$ cat src/rtl/switch_rr_scheduler.sv
// Round-robin scheduler moving head words of three input RAMs to three output RAMs.
// Define SCHED_STATS_EN to add the drop_cnt / conflict_cnt statistics ports.
module switch_rr_scheduler #(
    parameter int DATA_W = 32,
    parameter int ADDR_W = 12
) (
    input  logic              clk,
    input  logic              rst_n,
    input  logic              enable,
    input  logic [ADDR_W-1:0] in_wr_add1,
    input  logic [ADDR_W-1:0] in_wr_add2,
    input  logic [ADDR_W-1:0] in_wr_add3,
    input  logic [DATA_W-1:0] in_data1,
    input  logic [DATA_W-1:0] in_data2,
    input  logic [DATA_W-1:0] in_data3,
    output logic [ADDR_W-1:0] in_rd_add1,
    output logic [ADDR_W-1:0] in_rd_add2,
    output logic [ADDR_W-1:0] in_rd_add3,
    output logic              in_rden1,
    output logic              in_rden2,
    output logic              in_rden3,
    output logic [DATA_W-1:0] out_data1,
    output logic [DATA_W-1:0] out_data2,
    output logic [DATA_W-1:0] out_data3,
    output logic              out_wr1,
    output logic              out_wr2,
`ifdef SCHED_STATS_EN
    output logic              out_wr3,
    output logic [15:0]       drop_cnt,
    output logic [15:0]       conflict_cnt
`else
    output logic              out_wr3
`endif
);

    typedef enum logic [1:0] {IDLE, FETCH, ARB} state_t;

    state_t            state;
    logic              rden_q;
    logic [ADDR_W-1:0] wr_a   [3];
    logic [ADDR_W-1:0] rd_q   [3];
    logic [DATA_W-1:0] din    [3];
    logic [DATA_W-1:0] dout_q [3];
    logic [DATA_W-1:0] sel    [3];
    logic [1:0]        rr_q   [3];
    logic [2:0]        req    [3];
    logic [2:0]        gnt    [3];
    logic [2:0]        wr_q;
    logic [2:0]        ne, drop, adv, deny;

    assign wr_a[0] = in_wr_add1;
    assign wr_a[1] = in_wr_add2;
    assign wr_a[2] = in_wr_add3;
    assign din[0]  = in_data1;
    assign din[1]  = in_data2;
    assign din[2]  = in_data3;

    assign in_rd_add1 = rd_q[0];
    assign in_rd_add2 = rd_q[1];
    assign in_rd_add3 = rd_q[2];
    assign in_rden1   = rden_q;
    assign in_rden2   = rden_q;
    assign in_rden3   = rden_q;
    assign out_data1  = dout_q[0];
    assign out_data2  = dout_q[1];
    assign out_data3  = dout_q[2];
    assign out_wr1    = wr_q[0];
    assign out_wr2    = wr_q[1];
    assign out_wr3    = wr_q[2];

    // Search order rr, rr+1, rr+2 (mod 3); one-hot grant of the first requester.
    function automatic logic [2:0] pick(input logic [2:0] r, input logic [1:0] rr);
        logic [2:0] g;
        logic       found;
        logic [1:0] idx;
        g     = 3'b000;
        found = 1'b0;
        for (int k = 0; k < 3; k++) begin
            idx = 2'((int'(rr) + k) % 3);
            if (!found && r[idx]) begin
                g[idx] = 1'b1;
                found  = 1'b1;
            end
        end
        return g;
    endfunction

    function automatic logic [1:0] nxt_rr(input logic [2:0] g, input logic [1:0] rr);
        logic [1:0] n;
        unique case (1'b1)
            g[0]:    n = 2'd1;
            g[1]:    n = 2'd2;
            g[2]:    n = 2'd0;
            default: n = rr;
        endcase
        return n;
    endfunction

    always_comb begin
        for (int i = 0; i < 3; i++) begin
            ne[i]   = rd_q[i] != wr_a[i];
            drop[i] = ne[i] && (din[i][1:0] == 2'b00);
        end
        for (int j = 0; j < 3; j++) begin
            for (int i = 0; i < 3; i++) begin
                req[j][i] = ne[i] && (din[i][1:0] == 2'(j + 1));
            end
            gnt[j] = pick(req[j], rr_q[j]);
            sel[j] = gnt[j][0] ? din[0] : (gnt[j][1] ? din[1] : din[2]);
        end
        for (int i = 0; i < 3; i++) begin
            adv[i]  = drop[i] | gnt[0][i] | gnt[1][i] | gnt[2][i];
            deny[i] = ne[i] && !drop[i] && !adv[i];
        end
    end

    always_ff @(posedge clk) begin
        if (!rst_n) begin
            state  <= IDLE;
            rden_q <= 1'b0;
            wr_q   <= 3'b000;
            for (int i = 0; i < 3; i++) begin
                rd_q[i]   <= '0;
                dout_q[i] <= '0;
                rr_q[i]   <= 2'd0;
            end
        end else begin
            unique case (state)
                IDLE: begin
                    wr_q   <= 3'b000;
                    rden_q <= enable;
                    state  <= enable ? FETCH : IDLE;
                end
                FETCH: begin
                    wr_q   <= 3'b000;
                    rden_q <= enable;
                    state  <= enable ? ARB : IDLE;
                end
                ARB: begin
                    for (int j = 0; j < 3; j++) begin
                        wr_q[j] <= |gnt[j];
                        rr_q[j] <= nxt_rr(gnt[j], rr_q[j]);
                        if (|gnt[j]) dout_q[j] <= sel[j];
                    end
                    for (int i = 0; i < 3; i++) begin
                        if (adv[i]) rd_q[i] <= rd_q[i] + ADDR_W'(1);
                    end
                    rden_q <= enable;
                    state  <= enable ? FETCH : IDLE;
                end
                default: begin
                    wr_q   <= 3'b000;
                    rden_q <= 1'b0;
                    state  <= IDLE;
                end
            endcase
        end
    end

`ifdef SCHED_STATS_EN
    logic [1:0]  n_drop, n_deny;
    logic [16:0] drop_sum, deny_sum;

    always_comb begin
        n_drop = 2'd0;
        n_deny = 2'd0;
        for (int i = 0; i < 3; i++) begin
            n_drop = n_drop + 2'(drop[i]);
            n_deny = n_deny + 2'(deny[i]);
        end
        drop_sum = {1'b0, drop_cnt} + 17'(n_drop);
        deny_sum = {1'b0, conflict_cnt} + 17'(n_deny);
    end

    always_ff @(posedge clk) begin
        if (!rst_n) begin
            drop_cnt     <= 16'h0000;
            conflict_cnt <= 16'h0000;
        end else if (state == ARB) begin
            drop_cnt     <= drop_sum[16] ? 16'hFFFF : drop_sum[15:0];
            conflict_cnt <= deny_sum[16] ? 16'hFFFF : deny_sum[15:0];
        end
    end
`endif

endmodule

$ cat config.mk
export PLATFORM = sky130hd
export DESIGN_NAME = switch_rr_scheduler
export DESIGN_NICKNAME = d
export VERILOG_FILES = /design/src/rtl/switch_rr_scheduler.sv
export SDC_FILE = /design/constraint.sdc
export NUM_CORES = 1
export LEC_CHECK = 0
export ABC_CLOCK_PERIOD_IN_PS = 4600
export CAP_MARGIN = 20
export CELL_PAD_IN_SITES_DETAIL_PLACEMENT = 2
export CELL_PAD_IN_SITES_GLOBAL_PLACEMENT = 2
export CORE_MARGIN = 3
export CORE_UTILIZATION = 27
export CTS_BUF_LIST = sky130_fd_sc_hd__clkbuf_16
export DETAILED_ROUTE_END_ITERATION = 10
export PLACE_DENSITY = 0.79
export SYNTH_ARGS = -nofsm -noshare
export SYNTH_HDL_FRONTEND = slang
export SYNTH_SLANG_ARGS = --single-unit
$ cat constraint.sdc
create_clock -name clk -period 4.6 [get_ports clk]
set_clock_uncertainty 0.1 [all_clocks]
set_input_delay 0.46 -clock clk [delete_from_list [all_inputs] [get_ports clk]]
set_output_delay 0.46 -clock clk [all_outputs]
set_load 0.03 [all_outputs]
**Routed clock nets over the placement**

(2 px per um)
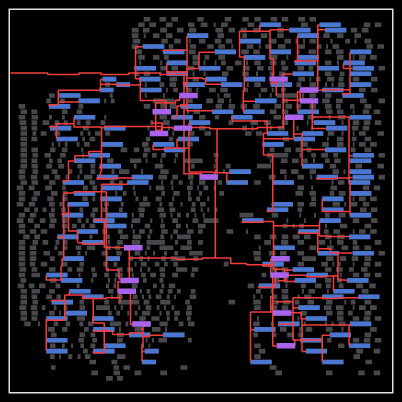
Key: clock drivers = purple [count 17]; flip-flops = blue [count 144]; clock wires = red [length 2460 um]
Position of the flops: widely spread. There are 18 routed clock nets.

**Wires at chosen ports, followed through buffers**

(1.5 px per um)
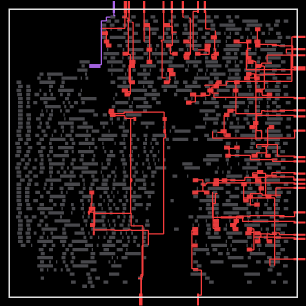
Key: in_rden2 = purple [bits 1, direction output, edge top, end cells 1, buffers 1, wire 43.0 um]; in_data3 = red [bits 32, direction input, edge 20 right, 9 top, 3 bottom, end cells 101, buffers 32, wire 2420 um]

==> README.md <==
| Stage | Parameter | This run |
|---|---|---|
| finish | Combinational fraction of the cell area | 35.4% |
| sta | Slew margin rel. | 29.8% |
| floorplanning | Number of I/O pins | 273 |
| floorplanning | FP Util | 27.5% |
| finish | Non-filler instance count after layout | 1565 |
| finish | Share of layout cells above drive strength 1 | 10.0% |
| route | Met1 WL | 15.9 mm |
| clock tree | Number of buffers inserted to repair setup after CTS | 0 |
| sta | Maximum operating frequency | 0.239 GHz |
| worst setup path | Launch instance of the worst register-to-register path | rd_q[0][33]$_SDFFCE_PN0P_ |
| route | Post-detailed-route DRC marker count | 0 |
| sta | Shortest period the worst path allows | 4.18 ns |
| synthesis | Number of different library cells in the post-synthesis netlist | 68 |
| worst hold path | Hold Path Origin | state[0]$_SDFF_PN0_ |
| pwr | Power group with the highest consumption | clock |
| run | Number of max-cap violations | 0 |
| pwr | Proportion of power drawn by flip-flops and latches | 38.7% |
| finish | Most frequent logic cells in the routed design | clkdlybuf4s50_1, edfxtp_1, nor2_1 |
| worst setup path | Crit-path slowest cell | nor4_2 |
| worst hold path | Worst-case hold path end point | state[0]$_SDFF_PN0_ |
| placement | DPL Wire Length | 27.1 mm |
| synthesis | Count of yosys warnings during synthesis | 0 |
| global route | Number of global-route vias before repair | 9061 |
| floorplanning | Cell row count | 67 |
| floorplanning | Die extent in y | 191 um |
| worst setup path | FF-to-FF setup slack | 0.42 ns |
| floorplanning | N_taps | 448 |
| pwr | Comb power | 0.000883 W |
| synthesis | Flip-flop cell with the highest count after synthesis | edfxtp_1 |
| worst setup path | Required arrival time at the worst endpoint | 4.56 ns |
| floorplanning | Die X | 191 um |
| sta | Setup Total Neg Slack | 0 ns |
| pwr | Power density over cell area | 300 mW/mm2 |
| sta | Fraction of the cycle the final worst path needs | 90.9% |
| finish | Antenna Diode Count | 1 |
| finish | Clock-cell share of area | 4.77% |
| global route | GRT overflow | 0 |
| placement | Post-placement worst setup slack | 0.0958 ns |
| clock tree | Clock tree from TritonCTS | built |
| global route | Global Route met1 Usage | 24.8% |
| sta | Worst-margin pin slew | 1.05 ns |
| worst setup path | R2r worst-path depth | 10 |
| placement | Routability cong. | 0.861 |
| finish | Max FFs per register | 96 |
| clock tree | Latency at later pin | 0.43 ns |
| route | Drt initial violations | 350 |
| worst setup path | Critical path arrival | 4.14 ns |
| pwr | Part of the power in the clock network | 39.0% |
| finish | Non-CTS buffers | 299 |
| finish | Synth-to-Final Area Change | 42.9% |
| finish | Filler cell count in the final layout | 3491 |
| synthesis | Dominant kind of combinational cell | AND-OR/OR-AND gates |
| floorplanning | Die ar. | 0.0365 mm2 |
| synthesis | Area leader, netlist | edfxtp_1 |
| route | Length of routed met2 wiring | 18.0 mm |
| finish | Footprint of the multi-input gates | 0.00467 mm2 |
| synthesis | Post-synth area hogs | edfxtp_1, mux2i_1, a211oi_1 |
| pwr | Internal power of the cells | 0.00278 W |
| synthesis | Ys cells | 848 |
| finish | Register with the most flip-flops | dout_q |
| synthesis | Number of flip-flops and latches in the synthesized netlist | 144 |
| finish | Registers | 144 |
| route | Met3 wire len | 2.41 mm |
| worst setup path | Longest individual stage delay on the worst path | 0.66 ns |
| route | Vias post-DR | 8204 |
| global route | Wire length of the first global-routing pass | 55.7 mm |
| pwr | Leakage power | 4.73 nW |
| sta | Final tally of max-slew violations | 0 |
| sta | Number of endpoints failing setup at the final stage | 0 |
| sta | WHS | 0.354 ns |
| pwr | Seq. pwr | 0.00153 W |
| global route | Busiest grt layer | met2 |
| clock tree | CTS clock-pin slew for the worst setup and hold paths | 0.07 ns |
| global route | Pin count of the biggest net entering global routing | 65 |
| synthesis | Synthesized net count | 998 |
| route | DR pass1 iterations | 4 |
| synthesis | Most frequently used cell type in the post-synthesis netlist | edfxtp_1 |
| worst setup path | Critical path launch point type | register |
| pwr | Power spent charging and discharging nets | 0.00118 W |
| synthesis | Share of async-settable or async-resettable flops after synthesis | 0% |
| sta | Worst-case setup margin in the final layout | 0.418 ns |
| route | Final WL | 37.1 mm |
| synthesis | Adder and majority cell fraction of the synthesized area | 2.03% |
| finish | Largest registers ranked by flip-flop count | dout_q (96), rd_q (36), rr_q (6) |
| route | Routed wire length per instance | 23.7 um |
| worst hold path | Hold Path Stages | 1 |
| worst setup path | Category of cells accounting for the largest share of critical-path delay | simple AND/OR/NAND/NOR gates |
| global route | Total GRT Usage | 20.0% |
| synthesis | Post-synthesis average cell area | 10.9 um2 |
| placement | Post-Place Cells | 1532 |
| synthesis | Synth mux share | 14.2% |
| placement | Port Buffer Count | 272 |
| clock tree | Bufs on Longest Clock Path | 2 |
| worst setup path | CP Depth | 10 |
| global route | Number of antenna violations at the first check in global routing | 4 |
| synthesis | Area fraction in xor and xnor cells | 6.26% |
| finish | Dominant class by area | combinational gates |
| synthesis | Number of synthesized flops with an enable pin | 138 |
| global route | Routing usage on met2 | 34.3% |
| finish | Number of logic inverters in the finished layout | 19 |
| worst setup path | Critical path startpoint | rd_q[0][33]$_SDFFCE_PN0P_ |
| route | Top routing layer in use | met5 |
| finish | Share of cell area taken by flip-flops and latches | 32.3% |
| worst setup path | Setup crit end kind | register |
| finish | Area taken by flip-flops and latches | 0.00426 mm2 |
| synthesis | Basic Gates by Area | 12.8% |
| sta | RSZ-0062 raised after global routing | no |
| finish | Final-layout non-clock buffer area share | 22.7% |
| synthesis | Aoi/oai-family share of the synthesized area | 14.5% |
| synthesis | Post-Syn Instances | 848 |
| worst setup path | Cells along the critical path | xor2_1 > nor4_2 > a31oi_1 > nor4b_1 > o21a_1 > a211oi_4 > and2_1 > a21oi_1 > nand2b_2 > buf_4 |
| route | Routed Antenna Nets | 0 |
| clock tree | Num CTS Buffers | 17 |
| worst setup path | Crit path buf inv count | 1 |
| pwr | Clock Power | 0.00154 W |
| floorplanning | Placeable core region | 0.0336 mm2 |
| pwr | Final total power | 0.00395 W |
| finish | Comb_multi_in | 622 |
| outcome | Run status | finished, final reports clean |
| clock tree | Number of clock sinks seen by CTS | 144 |
Power figures rest on the tool's default switching activity, not on a simulated workload.
